**The clock network**

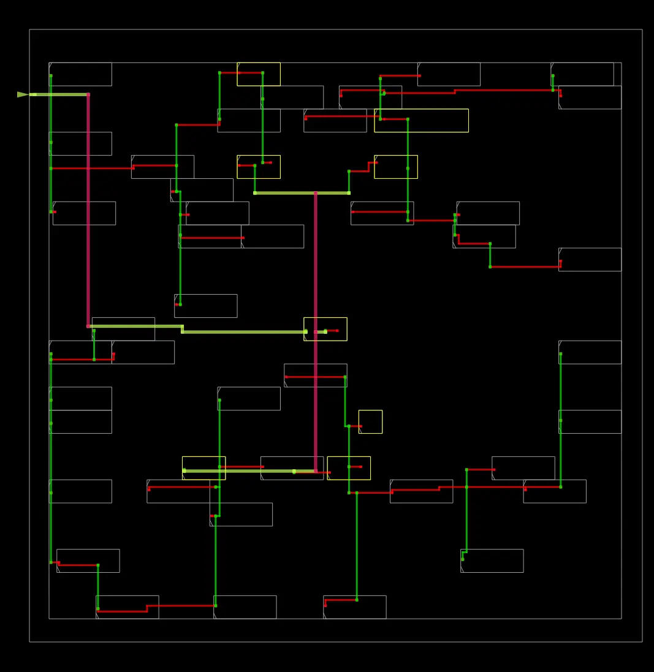
**Placement density heat map**

Scale bar: 20 µm. The die is cut into 7 by 7 equal tiles; dark purple is low, yellow is high, 0 to 100% covered.
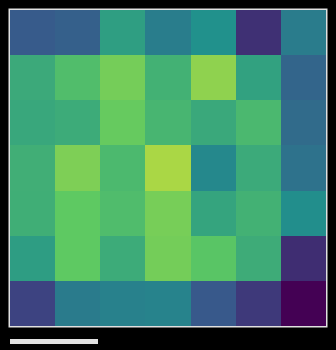
**Signal wires by layer**

Two of the layers only.
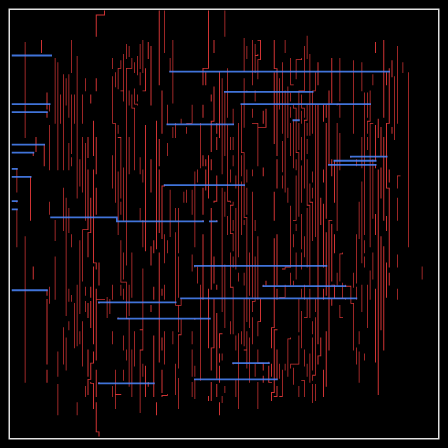
**Routed metal per tile**

The die is cut into 14 by 14 equal tiles; dark purple is low, yellow is high, scaled to the fullest tile. Values are wire area over tile area, all layers added.
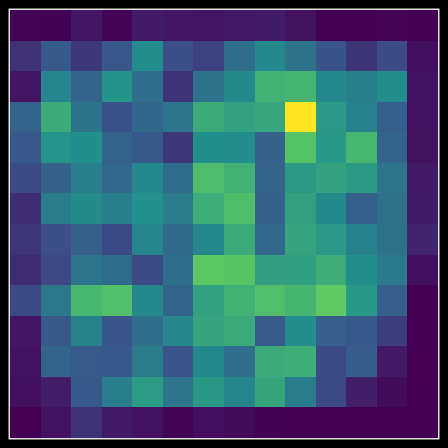
**Sequential cells colored by netlist name**

Scale bar: 20 µm. Other sequential cells in the stronger gray, the rest of the logic in the fainter gray.
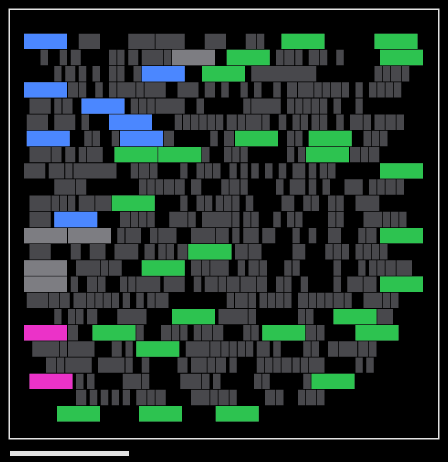
===== src/rtl/button_event_decoder.sv =====
// button_event_decoder
// Turns a debounced button level into one-cycle press/release/repeat events,
// a long-press hold level and a running press count.
// Optional double-click detection is compiled in with `define DBL_CLICK_EN.
module button_event_decoder #(
   parameter int HOLD_CYCLES   = 25000000,
   parameter int REPEAT_CYCLES = 5000000,
   parameter int DBL_WINDOW    = 12500000,
   parameter int CNT_W         = 26
) (
   input  logic       clk,
   input  logic       rst,
   input  logic       btn_valid,
   output logic       press_pulse,
   output logic       release_pulse,
   output logic       hold,
   output logic       repeat_pulse,
   output logic [7:0] press_count,
   output logic       dbl_pulse
);

   typedef enum logic [1:0] {IDLE, PRESS, HELD} state_t;

   localparam logic [CNT_W-1:0] HOLD_LAST = CNT_W'(HOLD_CYCLES - 1);
   localparam logic [CNT_W-1:0] REP_LAST  = CNT_W'(REPEAT_CYCLES - 1);
   localparam logic [CNT_W-1:0] CNT_ONE   = CNT_W'(1);

   state_t           state;
   logic [CNT_W-1:0] cnt;
   logic             btn_q;

`ifdef DBL_CLICK_EN
   localparam logic [CNT_W-1:0] DBL_LIM = CNT_W'(DBL_WINDOW);
   logic armed;
   logic last_dbl;   // previous press was a double click; its release must not re-arm
   logic dbl_q;
   logic dbl_hit;
   assign dbl_hit   = armed && (cnt < DBL_LIM);
   assign dbl_pulse = dbl_q;
`else
   assign dbl_pulse = 1'b0;
`endif

   // Single input register; the FSM only ever looks at btn_q.
   always_ff @(posedge clk) begin
      if (rst) btn_q <= 1'b0;
      else     btn_q <= btn_valid;
   end

   // Event FSM with registered outputs; release has priority over hold/repeat boundaries.
   always_ff @(posedge clk) begin
      if (rst) begin
         state         <= IDLE;
         cnt           <= '0;
         press_pulse   <= 1'b0;
         release_pulse <= 1'b0;
         repeat_pulse  <= 1'b0;
         hold          <= 1'b0;
         press_count   <= 8'd0;
`ifdef DBL_CLICK_EN
         armed         <= 1'b0;
         last_dbl      <= 1'b0;
         dbl_q         <= 1'b0;
`endif
      end else begin
         press_pulse   <= 1'b0;
         release_pulse <= 1'b0;
         repeat_pulse  <= 1'b0;
`ifdef DBL_CLICK_EN
         dbl_q         <= 1'b0;
`endif
         case (state)
            IDLE: begin
               if (btn_q) begin
                  state       <= PRESS;
                  press_pulse <= 1'b1;
                  press_count <= press_count + 8'd1;
                  cnt         <= '0;
`ifdef DBL_CLICK_EN
                  dbl_q       <= dbl_hit;
                  last_dbl    <= dbl_hit;
                  armed       <= 1'b0;
`endif
               end else begin
`ifdef DBL_CLICK_EN
                  // Count time since release, saturating at the window edge.
                  if (cnt != DBL_LIM) cnt   <= cnt + CNT_ONE;
                  else                armed <= 1'b0;
`endif
               end
            end
            PRESS: begin
               if (!btn_q) begin
                  state         <= IDLE;
                  release_pulse <= 1'b1;
                  cnt           <= '0;
`ifdef DBL_CLICK_EN
                  armed         <= !last_dbl;
`endif
               end else if (cnt == HOLD_LAST) begin
                  state        <= HELD;
                  hold         <= 1'b1;
                  repeat_pulse <= 1'b1;
                  cnt          <= '0;
               end else begin
                  cnt <= cnt + CNT_ONE;
               end
            end
            HELD: begin
               if (!btn_q) begin
                  state         <= IDLE;
                  hold          <= 1'b0;
                  release_pulse <= 1'b1;
                  cnt           <= '0;
`ifdef DBL_CLICK_EN
                  armed         <= !last_dbl;
`endif
               end else if (cnt == REP_LAST) begin
                  repeat_pulse <= 1'b1;
                  cnt          <= '0;
               end else begin
                  cnt <= cnt + CNT_ONE;
               end
            end
            default: begin
               state <= IDLE;
               hold  <= 1'b0;
               cnt   <= '0;
            end
         endcase
      end
   end

endmodule


===== config.mk =====
export PLATFORM = sky130hd
export DESIGN_NAME = button_event_decoder
export DESIGN_NICKNAME = d
export VERILOG_FILES = /design/src/rtl/button_event_decoder.sv
export SDC_FILE = /design/constraint.sdc
export NUM_CORES = 1
export LEC_CHECK = 0
export ABC_AREA = 1
export CORE_MARGIN = 2
export CORE_UTILIZATION = 55
export CTS_CLUSTER_SIZE = 28
export DETAILED_ROUTE_END_ITERATION = 10
export PLACE_DENSITY = 0.73
export SLEW_MARGIN = 20
export SYNTH_ARGS = -nofsm -noshare
export SYNTH_HDL_FRONTEND = slang
export SYNTH_SLANG_ARGS = --single-unit

===== constraint.sdc =====
create_clock -name clk -period 1.9 [get_ports clk]
set_input_delay 0.38 -clock clk [delete_from_list [all_inputs] [get_ports clk]]
set_output_delay 0.38 -clock clk [all_outputs]
set_load 0.03 [all_outputs]

==> impl_metrics.tcl <==
# flow metrics
set metrics [dict create \
    regMostFlops "cnt" \
    clkLatencyLatePin_ns 0.29 \
    use_met1_pct 31.62 \
    top_cell "nand2_1" \
    worst_hold_startpoint "state[0]$_SDFFE_PP0P_" \
    fin_ws_ns 0.1286 \
    reg2reg_from "cnt[0]$_SDFFE_PP0N_" \
    outcome "complete, no violations" \
    min_period_ns 1.771 \
    crit_chain "clkdlybuf4s50_1" \
    place_ws_ns 0.2415 \
    drt_iter0_markers 184 \
    final-comb-area_mm2 0.001510 \
    grtUsageMet2_pct 42.70 \
    clock_sinks 41 \
    top_regs "cnt: 26 flops, press_count: 8 flops, state: 2 flops" \
    ys_area_mm2 0.002536 \
    grt-ovfl-total 0 \
    fmax_mhz 564.5 \
    grt_pass1_vias 2287 \
    buf_share_pct 7.002 \
    taps 52 \
    ys_sh_xor_pct 3.108 \
    intPower_uw 1516 \
    vias_per_cell 5.040 \
    clkPwrFrac_pct 31.4 \
    drive_gt1_share_pct 9.624 \
    p_switching_uw 838.4 \
    tns_ns 0 \
    grt_pass1_wl_um 10050 \
    chipArea_mm2 0.005170 \
    synth_area_mm2 0.002536 \
    combPwrFrac_pct 29.5 \
    numSynthFlops 41 \
    crit_arrival_ns 1.39 \
]
## Picture notes: 'the clock network'
clkbuf count: 6
Clk power: 739 µW
Final Skew: 0.004930 ns
CTS Buf Count: 5

## Picture notes: 'placement density heat map'
mean over tiles: 54%
emptiest ninth of the die: lower right
fullest tile: 87%
Initial Util: 57.85%
Core ar.: 0.004384 mm²
final core utilization: 65.21%

## Picture notes: 'signal wires by layer'
legend:
  blue:
    layer: metal 3
    wire_length: 307 µm
  red:
    layer: metal 2
    wire_length: 2,810 µm
Routed WL: 5883 µm
Total Routing Usage GR: 24.49%
vias: 2,409
routed len/inst: 12.31 µm

## Picture notes: 'routed metal per tile'
nearly empty tiles: 9.7%
mean over tiles: 0.18
emptiest ninth of the die: lower right

## Picture notes: 'sequential cells colored by netlist name'
legend:
  magenta:
    signal: `state`
    sequential_cells: 2
  green:
    signal: `cnt`
    sequential_cells: 26
    where: spread over the die
  blue:
    signal: `press_count`
    sequential_cells: 8
    where: upper left
not colored: 5
Reg area: 820.8 µm²
sequential cell area share: 28.71%
Seq power: 920 µW

Power is estimated from default activity; no workload was simulated.
